$ cat src/rtl/cam_forwarding_controller.sv
// Round-robin learn/lookup sequencer that serialises per-port frame requests onto one cam_table.
// Optional feature macro: CAM_BROADCAST_BYPASS_EN (all-ones destination skips the DST lookup).
module cam_forwarding_controller #(
    parameter int NUM_PORTS   = 4,
    parameter int KEY_WIDTH   = 48,
    parameter int TABLE_DEPTH = 32,
    parameter int INDEX_DEPTH = 8,
    localparam int IW = $clog2(INDEX_DEPTH),
    localparam int PW = $clog2(NUM_PORTS),
    localparam int CW = $clog2(TABLE_DEPTH + 1)
) (
    input  logic                           clock,
    input  logic                           reset,
    input  logic [NUM_PORTS-1:0]           req_valid,
    output logic [NUM_PORTS-1:0]           req_ready,
    input  logic [NUM_PORTS*KEY_WIDTH-1:0] req_src_key,
    input  logic [NUM_PORTS*KEY_WIDTH-1:0] req_dst_key,
    output logic                           resp_valid,
    input  logic                           resp_ready,
    output logic [PW-1:0]                  resp_port,
    output logic [IW-1:0]                  resp_dest_index,
    output logic                           resp_flood,
    output logic                           cam_write_enable,
    output logic                           cam_match_enable,
    output logic [KEY_WIDTH-1:0]           cam_key,
    output logic [IW-1:0]                  cam_index,
    input  logic [IW-1:0]                  cam_match_index,
    input  logic                           cam_match_valid,
    input  logic                           cam_no_match,
    output logic [CW-1:0]                  learned_count,
    output logic                           table_full
);

    typedef enum logic [2:0] {
        IDLE, SRC_LOOKUP, SRC_CHECK, LEARN, DST_LOOKUP, DST_CHECK, RESPOND
    } state_t;

    state_t                 state_q, state_d;
    logic [NUM_PORTS-1:0]   req_ready_q, req_ready_d;
    logic [PW-1:0]          grant_port_q, grant_port_d;
    logic [PW-1:0]          last_grant_q, last_grant_d;
    logic [KEY_WIDTH-1:0]   src_q, src_d;
    logic [KEY_WIDTH-1:0]   dst_q, dst_d;
    logic [PW-1:0]          port_q, port_d;
    logic                   resp_valid_q, resp_valid_d;
    logic [PW-1:0]          resp_port_q, resp_port_d;
    logic [IW-1:0]          resp_dest_index_q, resp_dest_index_d;
    logic                   resp_flood_q, resp_flood_d;
    logic                   cam_write_enable_q, cam_write_enable_d;
    logic                   cam_match_enable_q, cam_match_enable_d;
    logic [KEY_WIDTH-1:0]   cam_key_q, cam_key_d;
    logic [IW-1:0]          cam_index_q, cam_index_d;
    logic [CW-1:0]          learned_count_q, learned_count_d;
    logic                   table_full_q, table_full_d;

    logic [KEY_WIDTH-1:0]   src_keys [NUM_PORTS];
    logic [KEY_WIDTH-1:0]   dst_keys [NUM_PORTS];
    logic                   pick_found;
    logic [PW-1:0]          pick_port;
    logic [NUM_PORTS-1:0]   pick_onehot;
    logic                   xfer;
    logic                   dst_is_bcast;

    for (genvar gi = 0; gi < NUM_PORTS; gi++) begin : g_unpack
        assign src_keys[gi] = req_src_key[gi*KEY_WIDTH +: KEY_WIDTH];
        assign dst_keys[gi] = req_dst_key[gi*KEY_WIDTH +: KEY_WIDTH];
    end

`ifdef CAM_BROADCAST_BYPASS_EN
    assign dst_is_bcast = (dst_q == {KEY_WIDTH{1'b1}});
`else
    assign dst_is_bcast = 1'b0;
`endif

    // Search starts one past the last accepted port so every requester gets a turn.
    always_comb begin
        pick_found = 1'b0;
        pick_port  = '0;
        for (int i = 1; i <= NUM_PORTS; i++) begin
            if (!pick_found && req_valid[(int'(last_grant_q) + i) % NUM_PORTS]) begin
                pick_found = 1'b1;
                pick_port  = PW'((int'(last_grant_q) + i) % NUM_PORTS);
            end
        end
        pick_onehot = pick_found ? (NUM_PORTS'(1) << pick_port) : '0;
    end

    assign xfer = |(req_valid & req_ready_q);

    // Outputs are computed for the state being entered so they leave the block registered.
    always_comb begin
        state_d            = state_q;
        req_ready_d        = '0;
        grant_port_d       = grant_port_q;
        last_grant_d       = last_grant_q;
        src_d              = src_q;
        dst_d              = dst_q;
        port_d             = port_q;
        resp_valid_d       = 1'b0;
        resp_port_d        = resp_port_q;
        resp_dest_index_d  = resp_dest_index_q;
        resp_flood_d       = resp_flood_q;
        cam_write_enable_d = 1'b0;
        cam_match_enable_d = 1'b0;
        cam_key_d          = '0;
        cam_index_d        = '0;
        learned_count_d    = learned_count_q;

        case (state_q)
            IDLE: begin
                if (xfer) begin
                    state_d            = SRC_LOOKUP;
                    src_d              = src_keys[grant_port_q];
                    dst_d              = dst_keys[grant_port_q];
                    port_d             = grant_port_q;
                    last_grant_d       = grant_port_q;
                    cam_match_enable_d = 1'b1;
                    cam_key_d          = src_keys[grant_port_q];
                end else begin
                    req_ready_d  = pick_onehot;
                    grant_port_d = pick_port;
                end
            end
            SRC_LOOKUP: state_d = SRC_CHECK;
            SRC_CHECK: begin
                if (cam_no_match && !table_full_q) begin
                    state_d            = LEARN;
                    cam_write_enable_d = 1'b1;
                    cam_key_d          = src_q;
                    cam_index_d        = IW'(port_q);
                end else if (dst_is_bcast) begin
                    state_d           = RESPOND;
                    resp_valid_d      = 1'b1;
                    resp_port_d       = port_q;
                    resp_flood_d      = 1'b1;
                    resp_dest_index_d = '0;
                end else begin
                    state_d            = DST_LOOKUP;
                    cam_match_enable_d = 1'b1;
                    cam_key_d          = dst_q;
                end
            end
            LEARN: begin
                if (learned_count_q != CW'(TABLE_DEPTH)) begin
                    learned_count_d = learned_count_q + CW'(1);
                end
                if (dst_is_bcast) begin
                    state_d           = RESPOND;
                    resp_valid_d      = 1'b1;
                    resp_port_d       = port_q;
                    resp_flood_d      = 1'b1;
                    resp_dest_index_d = '0;
                end else begin
                    state_d            = DST_LOOKUP;
                    cam_match_enable_d = 1'b1;
                    cam_key_d          = dst_q;
                end
            end
            DST_LOOKUP: state_d = DST_CHECK;
            DST_CHECK: begin
                state_d      = RESPOND;
                resp_valid_d = 1'b1;
                resp_port_d  = port_q;
                if (cam_match_valid) begin
                    resp_flood_d      = 1'b0;
                    resp_dest_index_d = cam_match_index;
                end else begin
                    resp_flood_d      = 1'b1;
                    resp_dest_index_d = '0;
                end
            end
            RESPOND: begin
                if (resp_ready) begin
                    // Grant is prepared here so the IDLE cycle after acceptance already carries it.
                    state_d      = IDLE;
                    req_ready_d  = pick_onehot;
                    grant_port_d = pick_port;
                end else begin
                    resp_valid_d = 1'b1;
                end
            end
            default: state_d = IDLE;
        endcase

        table_full_d = (learned_count_d == CW'(TABLE_DEPTH));
    end

    always_ff @(posedge clock or posedge reset) begin
        if (reset) begin
            state_q            <= IDLE;
            req_ready_q        <= '0;
            grant_port_q       <= '0;
            last_grant_q       <= PW'(NUM_PORTS - 1);
            src_q              <= '0;
            dst_q              <= '0;
            port_q             <= '0;
            resp_valid_q       <= 1'b0;
            resp_port_q        <= '0;
            resp_dest_index_q  <= '0;
            resp_flood_q       <= 1'b0;
            cam_write_enable_q <= 1'b0;
            cam_match_enable_q <= 1'b0;
            cam_key_q          <= '0;
            cam_index_q        <= '0;
            learned_count_q    <= '0;
            table_full_q       <= 1'b0;
        end else begin
            state_q            <= state_d;
            req_ready_q        <= req_ready_d;
            grant_port_q       <= grant_port_d;
            last_grant_q       <= last_grant_d;
            src_q              <= src_d;
            dst_q              <= dst_d;
            port_q             <= port_d;
            resp_valid_q       <= resp_valid_d;
            resp_port_q        <= resp_port_d;
            resp_dest_index_q  <= resp_dest_index_d;
            resp_flood_q       <= resp_flood_d;
            cam_write_enable_q <= cam_write_enable_d;
            cam_match_enable_q <= cam_match_enable_d;
            cam_key_q          <= cam_key_d;
            cam_index_q        <= cam_index_d;
            learned_count_q    <= learned_count_d;
            table_full_q       <= table_full_d;
        end
    end

    assign req_ready        = req_ready_q;
    assign resp_valid       = resp_valid_q;
    assign resp_port        = resp_port_q;
    assign resp_dest_index  = resp_dest_index_q;
    assign resp_flood       = resp_flood_q;
    assign cam_write_enable = cam_write_enable_q;
    assign cam_match_enable = cam_match_enable_q;
    assign cam_key          = cam_key_q;
    assign cam_index        = cam_index_q;
    assign learned_count    = learned_count_q;
    assign table_full       = table_full_q;

endmodule

$ cat config.mk
export PLATFORM = sky130hd
export DESIGN_NAME = cam_forwarding_controller
export DESIGN_NICKNAME = d
export VERILOG_FILES = /design/src/rtl/cam_forwarding_controller.sv
export SDC_FILE = /design/constraint.sdc
export NUM_CORES = 1
export LEC_CHECK = 0
export ABC_AREA = 1
export CORE_MARGIN = 8
export CORE_UTILIZATION = 31
export CTS_CLUSTER_DIAMETER = 60
export DETAILED_ROUTE_END_ITERATION = 10
export PLACE_DENSITY = 0.61
export SETUP_SLACK_MARGIN = 0.1
export SLEW_MARGIN = 20
export SYNTH_ARGS = -nofsm -noshare
export SYNTH_HDL_FRONTEND = slang
export SYNTH_SLANG_ARGS = --single-unit
export TNS_END_PERCENT = 10
$ cat constraint.sdc
create_clock -name clock -period 7.96 [get_ports clock]
set_clock_uncertainty 0.05 [all_clocks]
set_input_delay 1.194 -clock clock [delete_from_list [all_inputs] [get_ports clock]]
set_output_delay 1.194 -clock clock [all_outputs]
set_load 0.05 [all_outputs]
### M1 wires, run 1

Bar = 50 um.
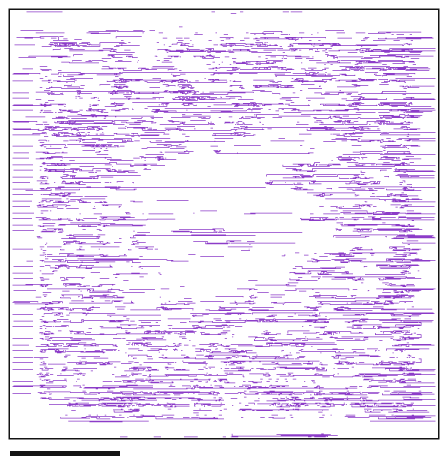
share of all routed wire = 43%
longest straight run = 98.9 um
main direction = horizontal
wire length on this layer = 16,700 um

### Met2 routing, run 1

Bar = 50 um. Cells faint in the background.
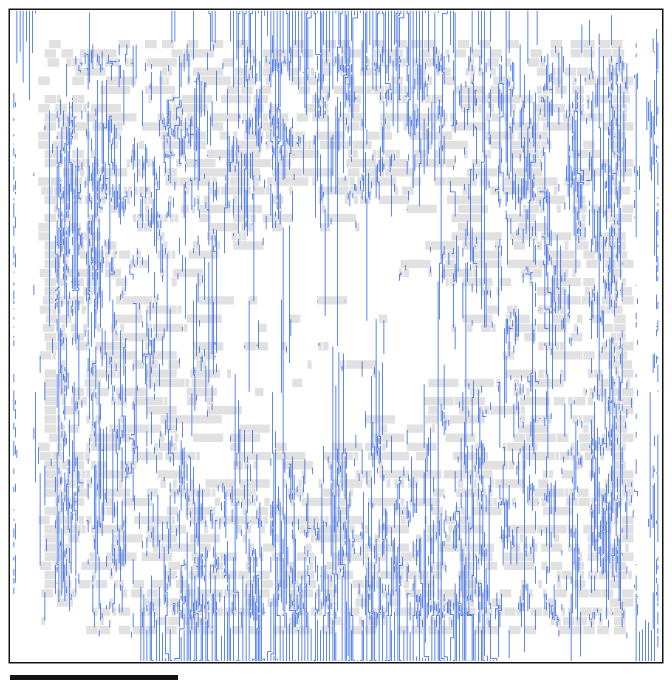
share of all routed wire = 47%
wire length on this layer = 18,500 um
longest straight run = 94.5 um

### Met3 routing, run 1

Bar = 50 um. Cells faint in the background.
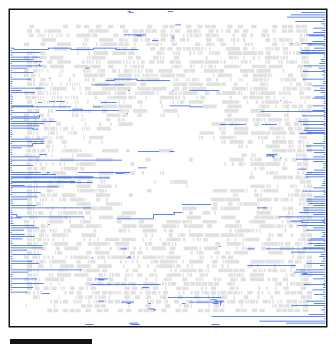
nets with wire on the layer = 298
share of all routed wire = 8.2%
wire length on this layer = 3,200 um
main direction = horizontal
longest straight run = 69.8 um

==> flow_summary.yaml, run 1 <==
# yosys + openroad results
yosys:
  ys_warn_count: 0
  ys_area_um2: 9794
  yosysMostFrequentCell: "nor2_1"
  synth-edff-count: 0
  syn_area_um2: 9794
  synthTopCellsByCount: "nor2_1 (305), o21ai_0 (245), dfrtp_1 (173), nand2_1 (169), inv_1 (122)"
  ys.flops: 175
  yosysTopAreaCellShare: 0.4420
  avgSynthCellArea_um2: 7.523
floorplanning:
  nWellTaps: 402
  core_region_area_um2: 31310
  ios: 467
  rows: 65
sta:
  fmax_ghz: 0.2673
  worst_slack_ns: 4.219
  finalCritPeriodShare: 0.4699
  tightest_slew_ns: 0.9819
  rsz0062_at_grt: "false"
pwr:
  pwr-share-seq: 0.288
  p_sw_w: 0.002499
  intPower_w: 0.002747
critical_path:
  slowest_delay_ns: 0.81
  crit_path_start_kind: "primary input"
cts:
  root_buffer: "clkbuf_16"
  path_clk_slew_ns: 0.07
  cts_sinks: 175
layout:
  n_antenna_cell: 0
  buffers: 476
  layout_top_cell: "clkdlybuf4s50_1"
  flop-count: 175
  drive_gt1_frac: 0.03386
  fin_nets: 2098
  logic_area_um2: 4394
  flop_area_um2: 4389
place:
  place_ws_ns: 3.825
  place.gp.congestion: 0.8731
  port_buffers: 465
  dp_hpwl_mm: 29.36
global_routing:
  use_met2: 0.3371
  met3_usage: 0.06803
  busiest_layer: "met2"
detailed_routing:
  drt-total-wl_mm: 39.19
  wl_per_cell_um: 18.53
  vias_per_cell: 4.897
  drt_iter0_markers: 450
  wl_met2_mm: 18.49
job:
  warnings: 31
  drv_cap: 0
status:
  outcome: "completed"
run 1: cells by family (layout without fill, tap and decap cells):
group / after synthesis / count (layout) / synth area share
AND-OR/OR-AND: 397 / 397 / 0.2411
adder cells (fa/ha/maj): 2 / 2 / 0.002555
buffers and inverters: 221 / 632 / 0.1048
AND/OR/NAND/NOR: 501 / 501 / 0.1994
other: 1 / 1 / 0.0003829
XOR/XNOR: 5 / 5 / 0.004471
flip-flops: 175 / 175 / 0.4474
run 1: per-stage QoR:
step           area (um^2)  utilization  hold slack (ns)
2_1_floorplan         9794            -           0.4156
3_3_place_gp         14500       0.4631           0.4187
3_5_place_dp         14500       0.4631           0.4216
4_1_cts              15100       0.4824           0.4414
5_1_grt              15100       0.4824           0.4725
6_report             15100       0.4824           0.4484
run 1: critical path, delay by kind of cell:
kind                   cells  cell delay [ns]
buffers and inverters      3             2.02
and+or+nand+nor            5             0.48
AOI/OAI and AO/OA          1             0.12
run 1: final timing paths:
kind                                    startpoint                  to  slack [ns]  depth (start not counted)
worst max register to register     grant_port_q[0]           dst_q[28]        4.72                          6
max in group asynchronous                    reset     grant_port_q[0]        5.40                          3
min in group asynchronous                    reset         cam_key[18]        1.06                          2
worst min register to register  resp_dest_index[2]  resp_dest_index[2]        0.45                          2
worst max-delay path                  req_valid[1]         cam_key[32]        4.22                          9
worst min-delay path            resp_dest_index[2]  resp_dest_index[2]        0.45                          2
run 1: state kept, by name, summed over array words and instances (netlist names), 3 cells and up:
| name | count |
|---|---|
| cam_key | 48 |
| dst_q | 48 |
| learned_count | 6 |
| req_ready | 4 |
| resp_dest_index | 3 |
| src_q | 48 |
| state_q | 3 |
### Routing congestion, run 1

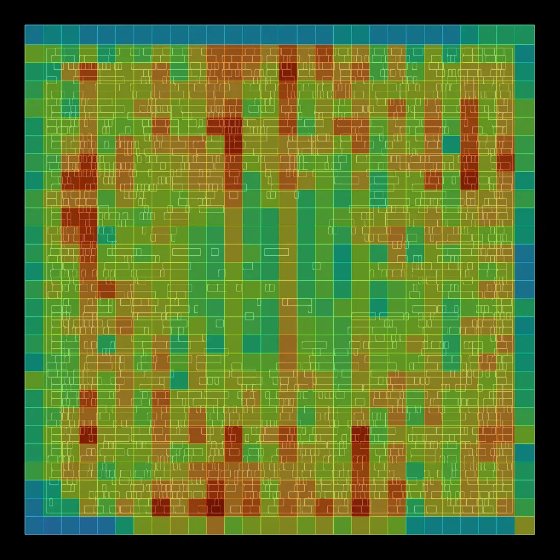

==> inputs of run 2 (changes only) <==
--- a/config.mk
+++ b/config.mk
@@ -10,7 +10,7 @@
 export CORE_UTILIZATION = 31
 export CTS_CLUSTER_DIAMETER = 60
 export DETAILED_ROUTE_END_ITERATION = 10
-export PLACE_DENSITY = 0.61
+export PLACE_DENSITY = 0.63
 export SETUP_SLACK_MARGIN = 0.1
 export SLEW_MARGIN = 20
 export SYNTH_ARGS = -nofsm -noshare
==> constraint.sdc (replaced) <==
create_clock -name clock -period 3.3 [get_ports clock]
set_clock_uncertainty 0.05 [all_clocks]
set_input_delay 0.495 -clock clock [delete_from_list [all_inputs] [get_ports clock]]
set_output_delay 0.495 -clock clock [all_outputs]
set_load 0.05 [all_outputs]
### Routing congestion, run 2

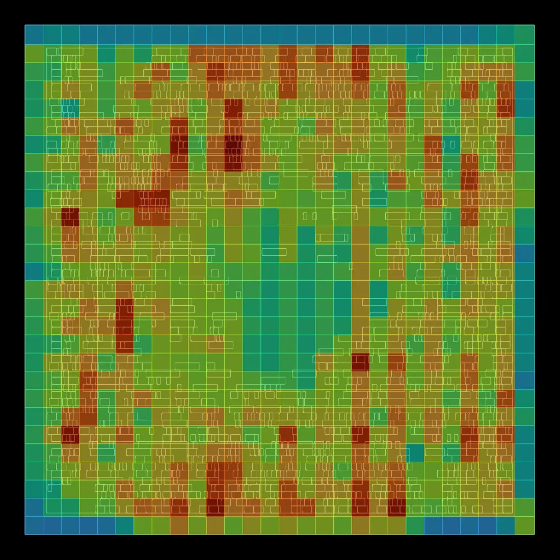
GRT met1 Usage: 0.2433
global-route usage over all layers: 0.2003

### M1 wires, run 2

Bar = 50 um.
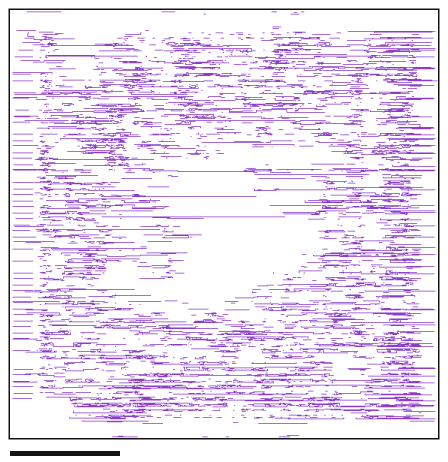
share of all routed wire = 43%
main direction = horizontal
longest straight run = 82.8 um
wire length on this layer = 16,600 um

### Met3 routing, run 2

Bar = 50 um. Cells faint in the background.
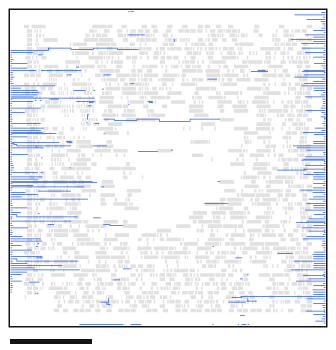
nets with wire on the layer = 292
wire length on this layer = 2,640 um

==> run 2 against run 1 <==
Final cell count grew 0.52%. Via count rose by 1.2%. Count of clock-buffer cells in the layout is 1 higher. Register-to-register slack worse by 3.6 ns. Critical endpoint is now learned_count[2]. Largest power group unchanged.
==> flow_summary.yaml, run 2 <==
# yosys + openroad results
layout:
  drive_gt1_frac: 0.03944
  layout_top_cell: "clkdlybuf4s50_1"
  final_core_utilization: 0.4876
  n_antenna_cell: 0
job:
  drv_cap: 0
  warnings: 33
critical_path:
  cp.buffers_inverters: 1
  end_kind: "output pin"
  crit_path_start_kind: "register"
  cpLargestDelayFamily: "buffers and inverters"
  slowest_delay_ns: 0.87
  cp.required_ns: 2.75
floorplanning:
  rows: 65
  core_region_area_um2: 31310
  ios: 467
pwr:
  p_sw_w: 0.006059
  sw_frac_of_total: 0.4746
  intPower_w: 0.006709
cts:
  path_clk_slew_ns: 0.08
  cts_sinks: 175
  root_buffer: "clkbuf_16"
yosys:
  yosysMostFrequentCell: "nor2_1"
  ys.flops: 175
  yosysTopAreaCellShare: 0.4420
  ys_warn_count: 0
  avgSynthCellArea_um2: 7.523
  synth-edff-count: 0
  syn_inst: 1302
  syn_area_um2: 9794
  synthTopCellsByCount: "nor2_1 (305), o21ai_0 (245), dfrtp_1 (173), nand2_1 (169), inv_1 (122)"
  ys_area_um2: 9794
sta:
  hold_ws_ns: 0.4406
  finalCritPeriodShare: 0.6905
  tightest_slew_ns: 0.7602
  worst_slack_ns: 1.021
  fmax_ghz: 0.4388
  rsz0062_at_grt: "false"
detailed_routing:
  drt-total-wl_mm: 38.46
  vias_per_cell: 4.930
  wl_per_cell_um: 18.09
  drt_iter0_markers: 585
place:
  port_buffers: 465
  dp_hpwl_mm: 29.19
  place.gp.congestion: 0.8416
  place_ws_ns: 0.8327
status:
  outcome: "completed"
==> run 2: cell count changes in the layout (fill, tap and decap cells not counted) <==
cell | before | now
clkinvlp_4 | 1 | 2
bufinv_16 | 1 | 0
inv_8 | 3 | 4
clkinv_8 | 2 | 0
clkinv_4 | 2 | 1
buf_12 | 0 | 10
clkinv_2 | 0 | 1
clkbuf_1 | 0 | 1
buf_4 | 11 | 12
==> run 2: cell type report <==
class | instances | area [um^2]
well taps | 402 | 503.0
fillers | 3071 | 16040
flip-flops and latches | 175 | 4389
clock inverters | 13 | 118.9
clock buffers | 19 | 442.9
inverters | 124 | 474.2
multi-input cells | 906 | 4394
repair buffers | 487 | 4945
==> run 2: worst register-to-register path, cell delays in order, from the launching register on <==
cell and delay (ns):
dfrtp_1 0.47, nor3_4 0.29, nand3_2 0.61, buf_4 0.47
o221ai_1 0.21
==> run 2: worst paths after layout <==
path	start	to	slack, ns	depth (start not counted)
max in group asynchronous	reset	grant_port_q[1]	2.12	3
min in group asynchronous	reset	src_q[19]	0.52	3
max reg2reg	state_q[0]	cam_key[14]	1.10	4
min reg2reg	resp_dest_index[1]	resp_dest_index[1]	0.44	2
min	resp_dest_index[1]	resp_dest_index[1]	0.44	2
max	learned_count[2]	learned_count[2]	1.02	1
==> run 2: cells by family (layout without fill, tap and decap cells) <==
kind of cell             Yosys count  in the layout  share of synthesized area
adder cells (fa/ha/maj)            2              2                   0.002555
flip-flops                       175            175                     0.4474
AND-OR/OR-AND                    397            397                     0.2411
buffers and inverters            221            643                     0.1048
XOR/XNOR                           5              5                   0.004471
AND/OR/NAND/NOR                  501            501                     0.1994
other                              1              1                  0.0003829
==> run 2: layer usage <==
metal	part of all wire	GRT usage
met5	0.00070	0
met4	0.021	0.05787
met3	0.069	0.05831
met2	0.48	0.3405
met1	0.43	0.2433
==> inputs of run 3 (changes only) <==
--- a/config.mk
+++ b/config.mk
@@ -10,7 +10,7 @@
 export CORE_UTILIZATION = 31
 export CTS_CLUSTER_DIAMETER = 60
 export DETAILED_ROUTE_END_ITERATION = 10
-export PLACE_DENSITY = 0.63
+export PLACE_DENSITY = 0.61
 export SETUP_SLACK_MARGIN = 0.1
 export SLEW_MARGIN = 20
 export SYNTH_ARGS = -nofsm -noshare
==> constraint.sdc (replaced) <==
create_clock -name clock -period 2.1 [get_ports clock]
set_clock_uncertainty 0.05 [all_clocks]
set_input_delay 0.315 -clock clock [delete_from_list [all_inputs] [get_ports clock]]
set_output_delay 0.315 -clock clock [all_outputs]
set_load 0.05 [all_outputs]
==> run 3 against run 2 <==
Synthesized cell count is the same. Combinational power grew 64%. Global-route usage rose by 0.25 points. Routed wire length is 1.8% higher. Sequential power up 54%. Sequential share of layout area is 0.70 points lower.
==> flow_summary.yaml, run 3 <==
# yosys + openroad results
place:
  port_buffers: 465
  place_ws_ns: 0.08224
status:
  outcome: "completed"
yosys:
  logic_family: "AND-OR/OR-AND gates"
  ys_sh_simple: 0.1994
  syn_inst: 1302
  yosysMostFrequentCell: "nor2_1"
  ys_warn_count: 0
  ys.flops: 175
  ys_sh_mux: 0
  fa_ha_area_frac: 0.002555
  syn_area_um2: 9794
  synthXorXnorAreaFrac: 0.004471
  synthTopCellsByCount: "nor2_1 (305), o21ai_0 (245), dfrtp_1 (173), nand2_1 (169), inv_1 (122)"
  avgSynthCellArea_um2: 7.523
  synth-edff-count: 0
  yosysTopAreaCellShare: 0.4420
layout:
  logic_area_um2: 4394
  layout_top_cell: "clkdlybuf4s50_1"
  drive_gt1_frac: 0.06033
  n_antenna_cell: 0
  fillers: 3002
  post-route-cell-area_um2: 15650
pwr:
  p_sw_w: 0.009567
  sw_frac_of_total: 0.4640
job:
  warnings: 30
critical_path:
  cpLargestDelayFamily: "buffers and inverters"
  end_kind: "output pin"
  cp.required_ns: 1.74
  crit_path_start_kind: "register"
  slowest_delay_ns: 0.88
cts:
  root_buffer: "clkbuf_16"
  cts_sinks: 175
  path_clk_slew_ns: 0.07
detailed_routing:
  drt-met1-wl_mm: 17.11
  vias_per_cell: 4.856
  wl_met3_mm: 2.873
  wl_met2_mm: 18.58
global_routing:
  use_met2: 0.3411
  grtUsageTotal: 0.2027
  busiest_layer: "met2"
floorplanning:
  ios: 467
  core_region_area_um2: 31310
sta:
  tightest_slew_ns: 0.5969
  fmax_ghz: 0.4901
  worst_slack_ns: 0.05961
  finalCritPeriodShare: 0.9716
==> run 3: cell counts after synthesis <==
No cell type changed its count.
==> run 3: worst paths after layout <==
kind                                       to          startpoint  cells past startpoint  slack [ns]
max                               cam_key[28]         cam_key[28]                      1        0.06
min                                 src_q[14]               reset                      3        0.29
max reg2reg                         dst_q[26]     grant_port_q[0]                      7        0.13
min reg2reg                      resp_port[0]        resp_port[0]                      2        0.45
max in group asynchronous     last_grant_q[1]               reset                      4        1.16
min in group clock         resp_dest_index[0]  cam_match_index[0]                      3        0.41
==> run 3: kinds of logic after synthesis <==
| group | after synthesis |
|---|---|
| adder cells (fa/ha/maj) | 2 |
| buffers and inverters | 221 |
| flip-flops | 175 |
| other | 1 |
| AND-OR/OR-AND | 397 |
| AND/OR/NAND/NOR | 501 |
| XOR/XNOR | 5 |
==> run 3: area by class of cell <==
| class | count | area share |
|---|---|---|
| Tap cell | 402 | 0.03215 |
| Inverter | 124 | 0.03031 |
| Timing Repair Buffer | 520 | 0.3380 |
| Sequential cell | 175 | 0.2805 |
| Multi-Input combinational cell | 906 | 0.2808 |
| Clock buffer | 19 | 0.02895 |
| Clock inverter | 13 | 0.009196 |
==> run 3: worst reg2reg max path, stage by stage (launching register included) <==
cell and delay [ns]:
dfrtp_4 0.51, inv_6 0.30, buf_12 0.25, nor2_1 0.05, o32ai_1 0.42, buf_4 0.20, nand2_1 0.04, o21ai_0 0.06
==> run 3: what timing repair did <==
| item | CTS | global route |
|---|---|---|
| cloned | 0 | 0 |
| resized | 1 | 3 |
| hold buffers | 0 | 0 |
| endpoints found under the setup margin | 17 | 35 |
| buffers inserted | 0 | 0 |
### M1 wires, run 3

Bar = 50 um.
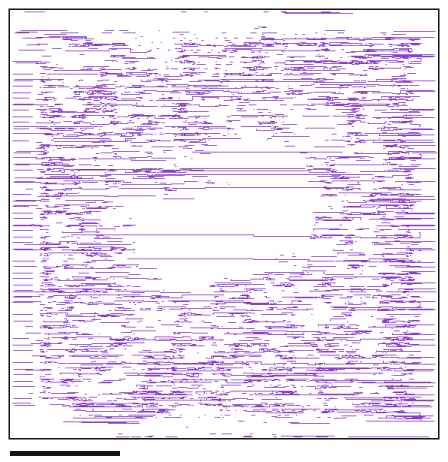
longest straight run = 85.6 um
wire length on this layer = 17,100 um

### M4 wires, run 3

Bar = 50 um.
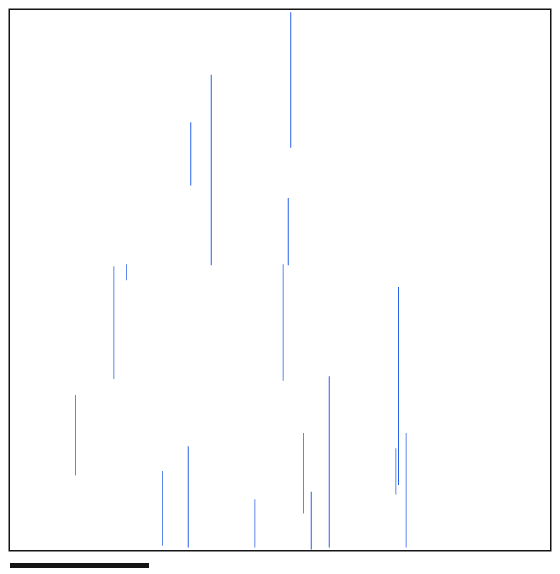
main direction = vertical
share of all routed wire = 1.5%
longest straight run = 70.7 um

### Met3 routing, run 3

Bar = 50 um. Cells faint in the background.
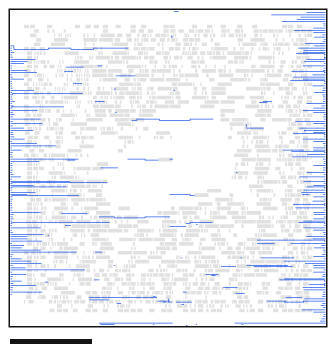
met3 Use GR: 0.05970
via count: 10,490
final wirelength: 39.17 mm

No activity file was given, so power comes from the tool's default toggle rates.
